### config.mk
export PLATFORM = sky130hd
export DESIGN_NAME = hq_tod_scheduler
export DESIGN_NICKNAME = d
export VERILOG_FILES = /design/src/rtl/hq_tod_scheduler.sv
export SDC_FILE = /design/constraint.sdc
export NUM_CORES = 1
export LEC_CHECK = 0
export CORE_MARGIN = 5
export CORE_UTILIZATION = 40
export CTS_CLUSTER_SIZE = 16
export DETAILED_ROUTE_END_ITERATION = 8
export HOLD_SLACK_MARGIN = 0.02
export SLEW_MARGIN = 15
export SYNTH_ARGS = -nofsm -noshare
export SYNTH_HDL_FRONTEND = slang
export SYNTH_SLANG_ARGS = --single-unit
### constraint.sdc
create_clock -name clk_i -period 5.8 [get_ports clk_i]
set_input_delay 1.45 -clock clk_i [delete_from_list [all_inputs] [get_ports clk_i]]
set_output_delay 1.45 -clock clk_i [all_outputs]
set_load 0.02 [all_outputs]
### src/rtl/hq_tod_scheduler.sv
`timescale 1ns/1ps
// hq_tod_scheduler
// Per-second sequencer for the HaveQuick II Manchester encoder. On each accepted
// PPS rising edge it captures the BCD time-of-day and TFOM. It Hamming(8,4)-encodes
// the 12 nibbles into a 96-bit message, pulses the encoder start and then holds the
// message stable for the whole sync + message + guard frame. PPS edges that arrive
// while a frame is still in progress are dropped and counted.
//
// Ports
//   clk_i           system clock
//   rst_ni          asynchronous active-low reset
//   pps_i           PPS, synchronous to clk_i, rising edge significant
//   tx_enable_i     1 = schedule frames; 0 = finish current frame then stop
//   tod_valid_i     time inputs valid; 0 forces the TFOM nibble to 4'h9
//   year_bcd_i      two BCD digits
//   doy_bcd_i       three BCD digits, day of year
//   hour_bcd_i      BCD hours
//   min_bcd_i       BCD minutes
//   sec_bcd_i       BCD seconds
//   tfom_i          time figure of merit
//   enc_start_o     one-cycle start pulse to the encoder
//   enc_time_msg_o  encoded time message, nibble k in [8k+7:8k]
//   busy_o          frame in progress (START or BUSY)
//   frame_cnt_o     frames started, wraps
//   overrun_cnt_o   PPS edges dropped while busy, saturating
module hq_tod_scheduler #(
  parameter int unsigned BIT_CLKS   = 60000,
  parameter int unsigned SYNC_BITS  = 400,
  parameter int unsigned MSG_BITS   = 112,
  parameter int unsigned GUARD_CLKS = 1000
) (
  input  logic        clk_i,
  input  logic        rst_ni,
  input  logic        pps_i,
  input  logic        tx_enable_i,
  input  logic        tod_valid_i,
  input  logic [7:0]  year_bcd_i,
  input  logic [11:0] doy_bcd_i,
  input  logic [7:0]  hour_bcd_i,
  input  logic [7:0]  min_bcd_i,
  input  logic [7:0]  sec_bcd_i,
  input  logic [3:0]  tfom_i,
  output logic        enc_start_o,
  output logic [95:0] enc_time_msg_o,
  output logic        busy_o,
  output logic [15:0] frame_cnt_o,
  output logic [7:0]  overrun_cnt_o
);

  localparam int unsigned FRAME_CLKS = (SYNC_BITS + MSG_BITS) * BIT_CLKS + GUARD_CLKS;
  localparam logic [31:0] FRAME_LAST = 32'(FRAME_CLKS - 1);

  typedef enum logic [1:0] {
    StIdle,
    StLoad,
    StStart,
    StBusy
  } state_e;

  // Hamming(8,4): byte = {d3,d2,d1,d0,p3,p2,p1,p0}, p3 gives even overall parity.
  function automatic logic [7:0] hamming84(input logic [3:0] d);
    logic p0, p1, p2, p3;
    p0 = d[0] ^ d[1] ^ d[3];
    p1 = d[0] ^ d[2] ^ d[3];
    p2 = d[1] ^ d[2] ^ d[3];
    p3 = d[3] ^ d[2] ^ d[1] ^ d[0] ^ p2 ^ p1 ^ p0;
    return {d, p3, p2, p1, p0};
  endfunction

  state_e state_q, state_d;

  logic        pps_q;
  logic        pps_rise;

  logic        latch_en;
  logic        tod_valid_q;
  logic [7:0]  year_q;
  logic [11:0] doy_q;
  logic [7:0]  hour_q;
  logic [7:0]  min_q;
  logic [7:0]  sec_q;
  logic [3:0]  tfom_q;

  logic [95:0] msg_q, msg_d;
  logic [95:0] msg_enc;
  logic [31:0] timer_q, timer_d;
  logic [15:0] frame_cnt_q, frame_cnt_d;
  logic [7:0]  overrun_q, overrun_d;

  assign pps_rise = pps_i & ~pps_q;

  // Edge detector.
  always_ff @(posedge clk_i or negedge rst_ni) begin
    if (!rst_ni) begin
      pps_q <= 1'b0;
    end else begin
      pps_q <= pps_i;
    end
  end

  // Time-of-day capture, taken in the same cycle the PPS edge is accepted so the
  // message reflects the inputs present at the edge.
  always_ff @(posedge clk_i or negedge rst_ni) begin
    if (!rst_ni) begin
      tod_valid_q <= 1'b0;
      year_q      <= '0;
      doy_q       <= '0;
      hour_q      <= '0;
      min_q       <= '0;
      sec_q       <= '0;
      tfom_q      <= '0;
    end else if (latch_en) begin
      tod_valid_q <= tod_valid_i;
      year_q      <= year_bcd_i;
      doy_q       <= doy_bcd_i;
      hour_q      <= hour_bcd_i;
      min_q       <= min_bcd_i;
      sec_q       <= sec_bcd_i;
      tfom_q      <= tfom_i;
    end
  end

  // Message composition from captured values only; first transmitted nibble is
  // nibble 0 in the low byte.
  always_comb begin
    logic [11:0][3:0] nib;
    nib[0]  = year_q[7:4];
    nib[1]  = year_q[3:0];
    nib[2]  = doy_q[11:8];
    nib[3]  = doy_q[7:4];
    nib[4]  = doy_q[3:0];
    nib[5]  = hour_q[7:4];
    nib[6]  = hour_q[3:0];
    nib[7]  = min_q[7:4];
    nib[8]  = min_q[3:0];
    nib[9]  = sec_q[7:4];
    nib[10] = sec_q[3:0];
    nib[11] = tod_valid_q ? tfom_q : 4'h9;
    msg_enc = '0;
    for (int k = 0; k < 12; k++) begin
      msg_enc[8*k +: 8] = hamming84(nib[k]);
    end
  end

  // Sequencer next-state.
  always_comb begin
    state_d     = state_q;
    timer_d     = timer_q;
    frame_cnt_d = frame_cnt_q;
    msg_d       = msg_q;
    latch_en    = 1'b0;

    unique case (state_q)
      StIdle: begin
        // With transmit disabled an edge is neither accepted nor an overrun.
        if (pps_rise && tx_enable_i) begin
          latch_en = 1'b1;
          state_d  = StLoad;
        end
      end
      StLoad: begin
        // The only place the message register changes.
        msg_d   = msg_enc;
        state_d = StStart;
      end
      StStart: begin
        frame_cnt_d = frame_cnt_q + 16'd1;
        timer_d     = '0;
        state_d     = StBusy;
      end
      StBusy: begin
        if (timer_q == FRAME_LAST) begin
          state_d = StIdle;
        end else begin
          timer_d = timer_q + 32'd1;
        end
      end
      default: state_d = StIdle;
    endcase
  end

  // Edges during a frame are dropped rather than queued.
  always_comb begin
    overrun_d = overrun_q;
    if (pps_rise && (state_q != StIdle) && (overrun_q != 8'hFF)) begin
      overrun_d = overrun_q + 8'd1;
    end
  end

  always_ff @(posedge clk_i or negedge rst_ni) begin
    if (!rst_ni) begin
      state_q     <= StIdle;
      timer_q     <= '0;
      frame_cnt_q <= '0;
      overrun_q   <= '0;
      msg_q       <= '0;
    end else begin
      state_q     <= state_d;
      timer_q     <= timer_d;
      frame_cnt_q <= frame_cnt_d;
      overrun_q   <= overrun_d;
      msg_q       <= msg_d;
    end
  end

  assign enc_start_o    = (state_q == StStart);
  assign busy_o         = (state_q == StStart) || (state_q == StBusy);
  assign enc_time_msg_o = msg_q;
  assign frame_cnt_o    = frame_cnt_q;
  assign overrun_cnt_o  = overrun_q;

endmodule

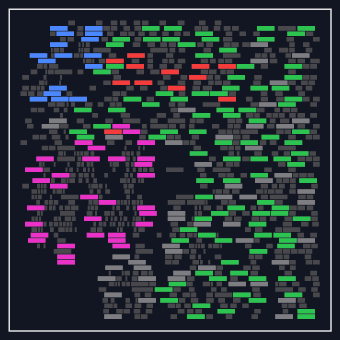
Figure 1: run 1, where the registers sit.
(2 px per um)
Key: frame_cnt_o = blue [placed flops 16, where top left]; timer_q = magenta [placed flops 32]; doy_q = red [placed flops 12, where top middle]; enc_time_msg_o = green [placed flops 96]
Another 48 sequential cells are not colored.

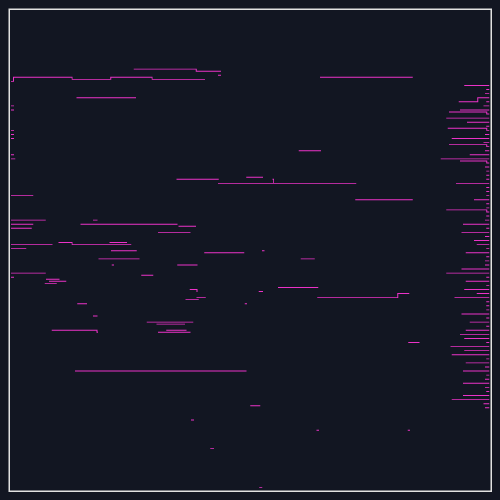
Figure 2: run 1, the metal 3 layer.
(3 px per um)
The longest straight run is 56.8 um. The wires run mostly horizontal. The layer carries 1040 um of wire.

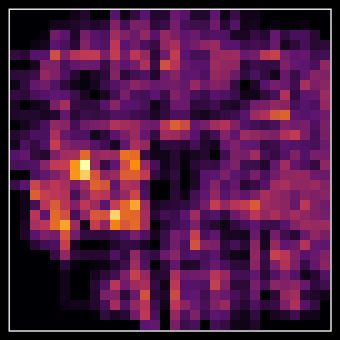
Figure 3: run 1, routed metal per tile.
(2 px per um) 32 x 32 tiles, from black (low) to pale yellow (high), scaled to the fullest tile. Values are wire area over tile area, all layers added.
The emptiest ninth of the die: bottom left. 6.4% of the tiles are over half the peak. The mean over all tiles is 0.13. 13% of the tiles are nearly empty.

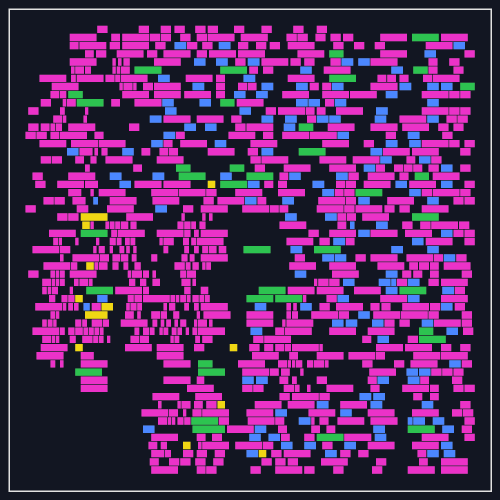
Figure 4: run 1, cell sizes after repair.
(3 px per um)
Key: _6 and larger = green [cells 37, share 4.1%, most used clkbuf_16]; _2 cells = blue [cells 145, share 16%, most used mux2_2]; _0 and _1 cells = magenta [cells 707, share 78%, most used dfrtp_1]; _3 and _4 cells = yellow [cells 12, share 1.3%, most used buf_4]

==> flow_metrics.rpt, run 1 <==
RUN METRICS
----------------------------------------------------
[Status]
  Outcome ........................ completed

[Clock network]
  Hold_buf cts ........................ 0
  Maximum root-to-sink buffer count ........................ 3
  Worst-Skew Late Latency ........................ ~0.5 ns
  Number of levels in the clock H-tree ........................ 1
  TritonCTS Buffers ........................ 24
  Clock transition time at the flip-flop clock pins of the worst setup and hold paths ........................ 0.06 ns
  CTS tree ........................ built
  Post CTS Setup Buffer Count ........................ 0
  Clock sink count ........................ between 200 and 250
  Gates resized, CTS repair ........................ 0
  Root cell of the clock tree ........................ clkbuf_16

[Worst setup path]
  Worst R2R Path Depth ........................ 5
  Startpoint of the worst-slack reg-to-reg timing path ........................ timer_q[0]
  Type of the worst setup path ........................ flip-flop to primary output
  Critical path capture point ........................ busy_o
  Crit. path cell count ........................ 5
  Signal arrival time at the worst endpoint ........................ roughly 3.4 ns
  Cells along the critical path ........................ ha_1 > buf_4 > nor2_1 > inv_1 > clkdlybuf4s50_1
  Peak fanout along the critical path ........................ 33
  Critical-path cell with the highest stage delay ........................ nor2_1
  Worst Path Buf+Inv ........................ 3
  Critical Path Start Type ........................ flip-flop
  Crit path launch ........................ state_q[0]
  Nature of the critical path endpoint ........................ primary output
  Internal reg-to-reg setup slack ........................ between 2 and 3 ns
  Critical Path Max Stage Delay ........................ 0.85 ns
  Destination of the worst register-to-register timing path ........................ timer_q[29]

[Power]
  P_int ........................ 0.00473 W
  Portion of total power attributed to sequential cells ........................ 0.341
  Total power divided by cell area ........................ 611 nW/um^2
  Switching share of power ........................ 0.350
  Sequential power ........................ 0.00248 W
  Peak supply drop ........................ approximately 0.00031 V
  Top pwr grp ........................ combinational cells
  Net switching power of the design ........................ 0.00255 W
  Leakage power of the design ........................ 4.92 nW
  Combinational power share ........................ 0.450
  Reported combinational group power ........................ around 0.0033 W

[Flow run]
  MaxCap Viol Count ........................ 0
  OpenROAD warnings ........................ 31

[Route]
  DRC ........................ 0
  Met3 Wirelength ........................ 1.04 mm
  DR pass1 iterations ........................ 4
  Highest layer used for signal routing ........................ met4
  Via count ........................ 6132
  Vias per std cell ........................ 5.17
  Met2 Routed Length ........................ 10.2 mm
  Final WL ........................ 21.5 mm
  ANT nets after route ........................ 0
  M1 wire length ........................ 9.85 mm
  Wire per inst ........................ 18.1 um

[Die]
  Horizontal die dimension ........................ 160 um
  Number of primary I/O pins ........................ 175
  Number of core rows ........................ 55
  Floorplan core density ........................ 0.402
  Die Footprint ........................ 25600 sq um
  Height of the die ........................ 160 um

[Global route]
  Met1 track demand over resource ........................ 0.228
  Busiest layer in global routing ........................ met2
  Number of antenna violations at the first check in global routing ........................ 0
  Grt ovf ........................ 0
  Met2 routing resource usage after global routing ........................ 0.274
  Wire length of the first global-routing pass ........................ 35.3 mm
  M3 GR Usage ........................ 0.0307
  Maximum number of pins on one net before global-route repair ........................ 105

[Finish]
  Non-filler instance count after layout ........................ about 1200
  Final-stage net count ........................ 943
  Buffer share of cell area ........................ 0.151
  Layout Utilization ........................ 0.531
  Layout clock buffers ........................ 37
  Multi-input logic area ........................ 3750 sq um
  Combinational Gates ........................ 458
  Max-area cell class ........................ registers
  Fraction of area in multi-input gates ........................ 0.315
  Diodes inserted ........................ 0
  Final sequential cell count ........................ 204
  Share of layout cells above drive strength 1 ........................ 0.215
  Highest-count cells in the layout ignoring fill and taps ........................ dfrtp_1, clkdlybuf4s50_1, mux2_2, xnor2_1, nand2_1
  Top cell excl fill/tap ........................ dfrtp_1
  Buffers outside the clock class ........................ between 150 and 200
  Number of filler cells placed in the layout ........................ 1952
  Flip-flop count of the largest register, all copies and words added ........................ 96
  Layout clock area frac ........................ 0.0702
  Sequential fraction of total cell area ........................ 0.429
  Final Cell Area ........................ 11900 sq um
  Inverter count of the layout excluding clock inverters ........................ 14
  Area occupied by registers ........................ 5100 sq um

[Logic synthesis]
  Mux frac, synth ........................ 0.182
  Number of distinct library cell variants in the gate-level netlist after synthesis ........................ roughly 47
  Most frequently used cell type in the post-synthesis netlist ........................ dfrtp_1
  Area figure in the yosys stat output ........................ 9020 sq um
  Area share of xor/xnor cells in the synthesized design ........................ 0.0923
  Count of state elements after synthesis ........................ 204
  Proportion of register bits with asynchronous set or reset after synthesis ........................ 1.00
  Library cell occupying the most area in the post-synthesis netlist ........................ dfrtp_1
  Syn Std Cell Area ........................ 9020 sq um
  Adder Share, Synth ........................ 0.00971
  Post-synth EDFFs ........................ 0
  Part of the Yosys area used for sequential elements ........................ 0.566
  Post-synth top flop ........................ dfrtp_1
  Most common library cells after synthesis ........................ dfrtp_1, mux2_2, xnor2_1
  Mean instance size in the synthesized netlist ........................ 12.8 sq um
  Share of the synthesized area in the top cell type ........................ 0.566

[Placement]
  # port buffers ........................ roughly 170
  Placed inst area ........................ 11100 sq um
  Inst Count DP ........................ 1142
  Final GP Congestion ........................ 0.790
  Post-placement worst setup slack ........................ 1.56 ns

[Hold path]
  Min-Delay Path Depth ........................ 1
  Hold EP ........................ frame_cnt_o[15]
  Min-delay worst type ........................ flip-flop to flip-flop

[Final timing]
  Unrepaired setup endpoints after global routing ........................ no
  Final Max-Slew Violation Tally ........................ 0
  Transition time at the pin with the least slew margin ........................ 1.06 ns
  Period Utilization, post-route ........................ 0.831
  Worst Setup Slack, final ........................ just under 1 ns
  Max transition margin ........................ 0.288
  Hold Slack ........................ 0.472 ns
  Post-layout minimum cycle time ........................ about 4.8 ns

----------------------------------------------------
==> run 2, diff against run 1 <==
Settings changed: PLACE_DENSITY set to 0.67.
Clock period 5.8 ns to 4.3 ns, I/O delays scaled along.
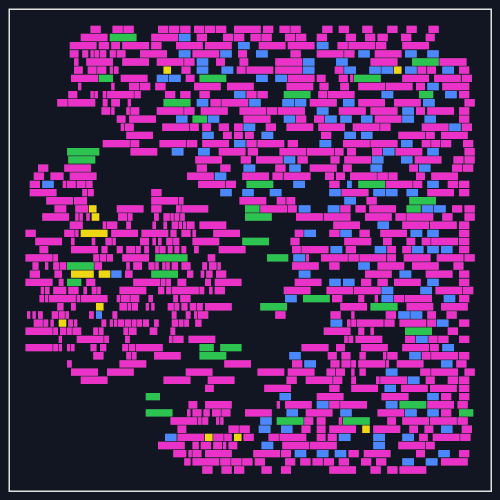
Figure 5: run 2, cell sizes after repair.
(3 px per um)
Key: _0 and _1 cells = magenta [cells 709, share 79%, most used dfrtp_1]; _3 and _4 cells = yellow [cells 12, share 1.3%, most used buf_4]; _6 and larger = green [cells 36, share 4.0%, most used clkbuf_16]; _2 cells = blue [cells 142, share 16%, most used mux2_2]

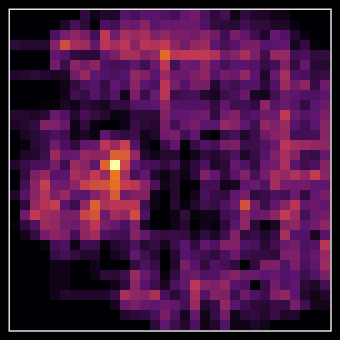
Figure 6: run 2, routed metal per tile.
(2 px per um) 32 x 32 tiles, from black (low) to pale yellow (high), scaled to the fullest tile. Values are wire area over tile area, all layers added.
The fullest tile reaches 0.61. 3.1% of the tiles are over half the peak. 16% of the tiles are nearly empty. The mean over all tiles is 0.12. The emptiest ninth of the die: bottom left.

==> flow_metrics.rpt, run 2 <==
RUN METRICS
----------------------------------------------------
[Status]
  Outcome ........................ completed (unchanged)

[Hold path]
  Min-Delay Path Depth ........................ 1 (unchanged)
  Hold EP ........................ frame_cnt_o[10] (was frame_cnt_o[15])
  Min-delay worst type ........................ flip-flop to flip-flop (unchanged)

[Final timing]
  Max transition margin ........................ 0.410 (was 0.288)
  Worst Setup Slack, final ........................ 0.550 ns (was 0.978 ns)
  Final Max-Slew Violation Tally ........................ 0 (unchanged)
  Final Hold Fails ........................ 0 (unchanged)
  Transition time at the pin with the least slew margin ........................ 0.885 ns (was 1.06 ns)
  Post-layout minimum cycle time ........................ 3.75 ns
  Hold Slack ........................ 0.490 ns (was 0.472 ns)
  Unrepaired setup endpoints after global routing ........................ no (unchanged)
  Period Utilization, post-route ........................ 0.872

[Worst setup path]
  Signal arrival time at the worst endpoint ........................ 2.67 ns (was 3.37 ns)
  Cells along the critical path ........................ inv_1 > ha_1 > nor2_1 > buf_4 > inv_1 > clkdlybuf4s50_1 (was ha_1 > buf_4 > nor2_1 > inv_1 > clkdlybuf4s50_1)
  Worst Path Buf+Inv ........................ 4 (was 3)
  Critical Path Start Type ........................ flip-flop (unchanged)
  Internal reg-to-reg setup slack ........................ 1.83 ns (was 2.95 ns)
  Critical-path cell with the highest stage delay ........................ clkdlybuf4s50_1 (was nor2_1)
  Crit. path cell count ........................ 6 (was 5)
  Worst R2R Path Depth ........................ 5 (unchanged)
  Critical path capture point ........................ busy_o (unchanged)
  Startpoint of the worst-slack reg-to-reg timing path ........................ timer_q[10] (was timer_q[0])
  Peak fanout along the critical path ........................ 16 (was 33)
  Critical Path Max Stage Delay ........................ 0.69 ns (was 0.85 ns)
  Nature of the critical path endpoint ........................ primary output (unchanged)
  Crit path launch ........................ state_q[0] (unchanged)
  Type of the worst setup path ........................ flip-flop to primary output (unchanged)

[Power]
  Peak supply drop ........................ 0.000442 V (was 0.000312 V)
  Switching share of power ........................ 0.347 (was 0.350)
  Reported combinational group power ........................ 0.00441 W (was 0.00327 W)
  Combinational power share ........................ 0.454 (was 0.450)
  Net switching power of the design ........................ 0.00337 W (was 0.00255 W)
  Top pwr grp ........................ combinational cells (unchanged)
  Total power divided by cell area ........................ 817 nW/um^2 (was 611 nW/um^2)
  P_int ........................ 0.00634 W (was 0.00473 W)
  Leakage power of the design ........................ 4.91 nW (was 4.92 nW)
  Portion of total power attributed to sequential cells ........................ 0.342 (was 0.341)
  Part of the total power dissipated in the clock network ........................ 0.204 (was 0.209)

[Flow run]
  OpenROAD warnings ........................ 29 (was 31)
  MaxCap Viol Count ........................ 0 (unchanged)

[Clock network]
  Post CTS Setup Buffer Count ........................ 0 (unchanged)
  TritonCTS Buffers ........................ 23 (was 24)
  Maximum root-to-sink buffer count ........................ 3 (unchanged)
  Clock sink count ........................ 204 (unchanged)
  Gates resized, CTS repair ........................ 0 (unchanged)
  Number of levels in the clock H-tree ........................ 1 (unchanged)
  Clock transition time at the flip-flop clock pins of the worst setup and hold paths ........................ 0.06 ns (about the same)
  Root cell of the clock tree ........................ clkbuf_16 (unchanged)
  Hold_buf cts ........................ 0 (unchanged)
  CTS tree ........................ built (unchanged)
  Worst-Skew Late Latency ........................ 0.49 ns (was 0.50 ns)

[Placement]
  Final GP Congestion ........................ 0.819 (was 0.790)
  Inst Count DP ........................ 1145 (was 1142)
  # port buffers ........................ 174 (unchanged)
  Placed inst area ........................ 11100 sq um (about the same)
  Post-placement worst setup slack ........................ 1.04 ns (was 1.56 ns)

[Finish]
  Number of filler cells placed in the layout ........................ 1952 (unchanged)
  Non-filler instance count after layout ........................ 1184 (was 1186)
  Diodes inserted ........................ 0 (unchanged)
  Layout clock buffers ........................ 35 (was 37)
  Highest-count cells in the layout ignoring fill and taps ........................ dfrtp_1, clkdlybuf4s50_1, mux2_2, xnor2_1, nand2_1 (unchanged)
  Top cell excl fill/tap ........................ dfrtp_1 (unchanged)
  Max-area cell class ........................ registers (unchanged)
  Combinational Gates ........................ 458 (unchanged)
  Final-stage net count ........................ 945 (was 943)
  Inverter count of the layout excluding clock inverters ........................ 14 (unchanged)
  Layout clock area frac ........................ 0.0650 (was 0.0702)
  Final sequential cell count ........................ 204 (unchanged)
  Share of layout cells above drive strength 1 ........................ 0.211 (was 0.215)
  Layout Utilization ........................ 0.530 (was 0.531)
  Buffers outside the clock class ........................ 184 (was 181)
  Buffer share of cell area ........................ 0.155 (was 0.151)
  Area occupied by registers ........................ 5100 sq um (unchanged)
  Flip-flop count of the largest register, all copies and words added ........................ 96 (unchanged)
  Sequential fraction of total cell area ........................ 0.429 (about the same)
  Fraction of area in multi-input gates ........................ 0.316 (was 0.315)
  Multi-input logic area ........................ 3750 sq um (unchanged)

[Global route]
  Met2 routing resource usage after global routing ........................ 0.263 (was 0.274)
  Maximum number of pins on one net before global-route repair ........................ 96 (was 105)
  Wire length of the first global-routing pass ........................ 33.7 mm (was 35.3 mm)
  Grt ovf ........................ 0 (unchanged)
  Met1 track demand over resource ........................ 0.216 (was 0.228)
  Busiest layer in global routing ........................ met2 (unchanged)
  Number of antenna violations at the first check in global routing ........................ 0 (unchanged)
  M3 GR Usage ........................ 0.0312 (was 0.0307)

[Logic synthesis]
  Proportion of register bits with asynchronous set or reset after synthesis ........................ 1.00 (unchanged)
  Share of the synthesized area in the top cell type ........................ 0.566 (unchanged)
  Mux frac, synth ........................ 0.182 (unchanged)
  Mean instance size in the synthesized netlist ........................ 12.8 sq um (unchanged)
  Post-synth top flop ........................ dfrtp_1 (unchanged)
  Cell count after synthesis ........................ 705 (unchanged)
  Area share of xor/xnor cells in the synthesized design ........................ 0.0923 (unchanged)
  Syn Std Cell Area ........................ 9020 sq um (unchanged)
  Adder Share, Synth ........................ 0.00971 (unchanged)
  Count of state elements after synthesis ........................ 204 (unchanged)
  Most common library cells after synthesis ........................ dfrtp_1, mux2_2, xnor2_1 (unchanged)
  Part of the Yosys area used for sequential elements ........................ 0.566 (unchanged)
  Most frequently used cell type in the post-synthesis netlist ........................ dfrtp_1 (unchanged)
  Library cell occupying the most area in the post-synthesis netlist ........................ dfrtp_1 (unchanged)
  Number of distinct library cell variants in the gate-level netlist after synthesis ........................ 47 (unchanged)
  Area figure in the yosys stat output ........................ 9020 sq um (unchanged)

[Route]
  DRC ........................ 0 (unchanged)
  Final WL ........................ 20.2 mm (was 21.5 mm)
  Via count ........................ 6023 (was 6132)
  M1 wire length ........................ 9.33 mm (was 9.85 mm)
  Met2 Routed Length ........................ 9.68 mm (was 10.2 mm)
  ANT nets after route ........................ 0 (unchanged)
  DR pass1 iterations ........................ 5 (was 4)
  Vias per std cell ........................ 5.09 (was 5.17)
  Met3 Wirelength ........................ 900 um (was 1.04 mm)
  Wire per inst ........................ 17.1 um (was 18.1 um)
  Highest layer used for signal routing ........................ met4 (unchanged)

[Die]
  Number of primary I/O pins ........................ 175 (unchanged)
  Number of core rows ........................ 55 (unchanged)
  Horizontal die dimension ........................ 160 um (unchanged)
  Tap Count ........................ 285 (unchanged)
  Die Footprint ........................ 25600 sq um (unchanged)
  Height of the die ........................ 160 um (unchanged)
  Floorplan core density ........................ 0.402 (unchanged)

----------------------------------------------------
==> run 3, diff against run 2 <==
Settings changed: CORE_UTILIZATION 40 to 45, PLACE_DENSITY 0.67 to not set, PLACE_DENSITY_LB_ADDON set to 0.05.
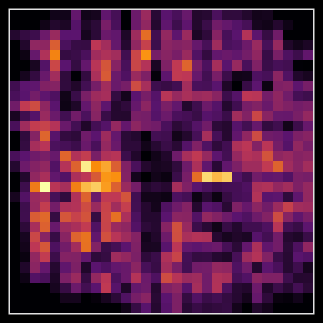
Figure 7: run 3, routed metal per tile.
(2 px per um) 30 x 30 tiles, from black (low) to pale yellow (high), scaled to the fullest tile. Values are wire area over tile area, all layers added.
The mean over all tiles is 0.14. The fullest tile reaches 0.55. The densest ninth of the die: left middle. 8.7% of the tiles are over half the peak.

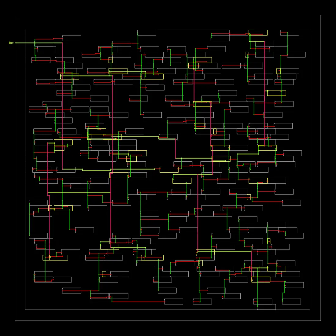
Figure 8: run 3, clock nets.
Layout clock buffers: 32
final worst clock skew: 0.0140 ns
final sequential cell count: 204
Worst-Skew Late Latency: 0.51 ns

==> flow_metrics.rpt, run 3 <==
RUN METRICS
----------------------------------------------------
[Final timing]
  Final Max-Slew Violation Tally ........................ 0 (unchanged)
  Post-layout minimum cycle time ........................ 3.32 ns (was 3.75 ns)
  Maximum achievable frequency ........................ 301 MHz (was 267 MHz)
  Period Utilization, post-route ........................ 0.772 (was 0.872)
  Hold Slack ........................ 0.471 ns (was 0.490 ns)
  Worst Setup Slack, final ........................ 0.981 ns (was 0.550 ns)
  Transition time at the pin with the least slew margin ........................ 0.930 ns (was 0.885 ns)
  Final Hold Fails ........................ 0 (unchanged)
  Max transition margin ........................ 0.380 (was 0.410)
  Unrepaired setup endpoints after global routing ........................ no (unchanged)
  Setup TNS after final layout ........................ 0 ns (unchanged)

[Finish]
  Layout Utilization ........................ 0.605 (was 0.530)
  Flip-flop count of the largest register, all copies and words added ........................ 96 (unchanged)
  Multi-input logic area ........................ 3750 sq um (unchanged)
  Inverter count of the layout excluding clock inverters ........................ 14 (unchanged)
  Buffer share of cell area ........................ 0.156 (was 0.155)
  Fraction of area in multi-input gates ........................ 0.317 (was 0.316)
  Final-stage net count ........................ 948 (was 945)
  Number of filler cells placed in the layout ........................ 1573 (was 1952)
  Area occupied by registers ........................ 5100 sq um (unchanged)
  Layout clock area frac ........................ 0.0642 (was 0.0650)
  Final Cell Area ........................ 11900 sq um (about the same)
  Highest-count cells in the layout ignoring fill and taps ........................ dfrtp_1, clkdlybuf4s50_1, mux2_2, xnor2_1, nand2_1 (unchanged)
  Combinational Gates ........................ 458 (unchanged)
  Max-area cell class ........................ registers (unchanged)
  Share of layout cells above drive strength 1 ........................ 0.219 (was 0.211)
  Sequential fraction of total cell area ........................ 0.431 (was 0.429)
  Top cell excl fill/tap ........................ dfrtp_1 (unchanged)
  Non-filler instance count after layout ........................ 1170 (was 1184)
  Buffers outside the clock class ........................ 186 (was 184)
  Diodes inserted ........................ 0 (unchanged)

[Logic synthesis]
  Post-synth top flop ........................ dfrtp_1 (unchanged)
  Adder Share, Synth ........................ 0.00971 (unchanged)
  Number of distinct library cell variants in the gate-level netlist after synthesis ........................ 47 (unchanged)
  Total number of yosys warnings ........................ 0 (unchanged)
  Syn Std Cell Area ........................ 9020 sq um (unchanged)
  Largest family of logic cells by area ........................ multiplexers (unchanged)
  Area figure in the yosys stat output ........................ 9020 sq um (unchanged)
  Mux frac, synth ........................ 0.182 (unchanged)
  Most frequently used cell type in the post-synthesis netlist ........................ dfrtp_1 (unchanged)
  Count of state elements after synthesis ........................ 204 (unchanged)
  Share of the synthesized area in the top cell type ........................ 0.566 (unchanged)
  Mean instance size in the synthesized netlist ........................ 12.8 sq um (unchanged)
  Cell count after synthesis ........................ 705 (unchanged)
  Yosys stat cell total ........................ 705 (unchanged)
  Proportion of register bits with asynchronous set or reset after synthesis ........................ 1.00 (unchanged)
  Post-synth EDFFs ........................ 0 (unchanged)
  Area share of xor/xnor cells in the synthesized design ........................ 0.0923 (unchanged)
  Part of the Yosys area used for sequential elements ........................ 0.566 (unchanged)
  Library cell occupying the most area in the post-synthesis netlist ........................ dfrtp_1 (unchanged)
  Most common library cells after synthesis ........................ dfrtp_1, mux2_2, xnor2_1 (unchanged)

[Clock network]
  Number of levels in the clock H-tree ........................ 1 (unchanged)
  TritonCTS Buffers ........................ 24 (was 23)
  Hold_buf cts ........................ 0 (unchanged)
  Gates resized, CTS repair ........................ 0 (unchanged)
  Root cell of the clock tree ........................ clkbuf_16 (unchanged)
  Post CTS Setup Buffer Count ........................ 0 (unchanged)
  CTS tree ........................ built (unchanged)
  Clock transition time at the flip-flop clock pins of the worst setup and hold paths ........................ 0.06 ns (about the same)
  Maximum root-to-sink buffer count ........................ 3 (unchanged)
  Clock sink count ........................ 204 (unchanged)

[Global route]
  Grt ovf ........................ 0 (unchanged)
  Met2 routing resource usage after global routing ........................ 0.305 (was 0.263)
  Wire length of the first global-routing pass ........................ 33.8 mm (was 33.7 mm)
  Maximum number of pins on one net before global-route repair ........................ 96 (unchanged)
  Via count of the first global-routing pass ........................ 6408 (was 6210)
  Number of antenna violations at the first check in global routing ........................ 1 (was 0)
  Busiest layer in global routing ........................ met2 (unchanged)
  Combined global-route utilization of all metal layers ........................ 0.182 (was 0.158)
  Met1 track demand over resource ........................ 0.244 (was 0.216)
  M3 GR Usage ........................ 0.0366 (was 0.0312)

[Flow run]
  MaxCap Viol Count ........................ 0 (unchanged)
  OpenROAD warnings ........................ 29 (unchanged)

[Route]
  DR pass1 iterations ........................ 4 (was 5)
  DRC ........................ 0 (unchanged)
  Final WL ........................ 20.7 mm (was 20.2 mm)
  M1 wire length ........................ 8.97 mm (was 9.33 mm)
  Wire per inst ........................ 17.7 um (was 17.1 um)
  Highest layer used for signal routing ........................ met5 (was met4)
  Vias per std cell ........................ 5.20 (was 5.09)
  ANT nets after route ........................ 0 (unchanged)
  Detailed router's first-iteration violation count ........................ 316 (was 285)
  Met2 Routed Length ........................ 10.1 mm (was 9.68 mm)
  Via count ........................ 6083 (was 6023)
  Met3 Wirelength ........................ 1.15 mm (was 900 um)

[Power]
  Total power divided by cell area ........................ 817 nW/um^2 (about the same)
  Leakage power of the design ........................ 4.93 nW (was 4.91 nW)
  Part of the total power dissipated in the clock network ........................ 0.198 (was 0.204)
  Top pwr grp ........................ combinational cells (unchanged)
  Peak supply drop ........................ 0.000545 V (was 0.000442 V)
  Combinational power share ........................ 0.458 (was 0.454)
  Switching share of power ........................ 0.354 (was 0.347)
  Reported combinational group power ........................ 0.00443 W (was 0.00441 W)
  Net switching power of the design ........................ 0.00343 W (was 0.00337 W)
  Portion of total power attributed to sequential cells ........................ 0.344 (was 0.342)
  P_int ........................ 0.00626 W (was 0.00634 W)
  Sequential power ........................ 0.00333 W (was 0.00332 W)

[Worst setup path]
  Worst R2R Path Depth ........................ 5 (unchanged)
  Internal reg-to-reg setup slack ........................ 1.79 ns (was 1.83 ns)
  Startpoint of the worst-slack reg-to-reg timing path ........................ timer_q[10] (unchanged)
  Nature of the critical path endpoint ........................ primary output (unchanged)
  Peak fanout along the critical path ........................ 13 (was 16)
  Crit path launch ........................ state_q[0] (unchanged)
  Crit. path cell count ........................ 5 (was 6)
  Critical Path Max Stage Delay ........................ 0.68 ns (was 0.69 ns)
  Worst Path Buf+Inv ........................ 3 (was 4)
  Critical-path cell with the highest stage delay ........................ clkdlybuf4s50_1 (unchanged)
  Largest delay share family, worst path ........................ buffers and inverters (unchanged)
  Critical path capture point ........................ busy_o (unchanged)
  Signal arrival time at the worst endpoint ........................ 2.24 ns (was 2.67 ns)
  Data required time at the worst endpoint ........................ 3.22 ns (about the same)
  Critical Path Start Type ........................ flip-flop (unchanged)
  Type of the worst setup path ........................ flip-flop to primary output (unchanged)
  Cells along the critical path ........................ inv_1 > ha_1 > nor2_1 > inv_1 > clkdlybuf4s50_1 (was inv_1 > ha_1 > nor2_1 > buf_4 > inv_1 > clkdlybuf4s50_1)
  Destination of the worst register-to-register timing path ........................ state_q[1] (unchanged)

[Die]
  Horizontal die dimension ........................ 152 um (was 160 um)
  Area inside the core boundary ........................ 19600 sq um (was 22400 sq um)
  Number of primary I/O pins ........................ 175 (unchanged)
  Height of the die ........................ 152 um (was 160 um)
  Number of core rows ........................ 51 (was 55)
  Die Footprint ........................ 23000 sq um (was 25600 sq um)
  Floorplan core density ........................ 0.460 (was 0.402)
  Tap Count ........................ 265 (was 285)

[Hold path]
  Min-delay worst type ........................ flip-flop to flip-flop (unchanged)
  Min-Delay Path Depth ........................ 1 (unchanged)
  Hold EP ........................ frame_cnt_o[15] (was frame_cnt_o[10])

[Placement]
  # port buffers ........................ 174 (unchanged)
  Detailed Place HPWL ........................ 14.5 mm (was 13.9 mm)
  Post-placement worst setup slack ........................ 1.50 ns (was 1.04 ns)
  Inst Count DP ........................ 1127 (was 1145)
  Final GP Congestion ........................ 0.817 (was 0.819)
  Placed inst area ........................ 11100 sq um (about the same)

[Status]
  Outcome ........................ completed (unchanged)

----------------------------------------------------
Power figures rest on the tool's default switching activity, not on a simulated workload.
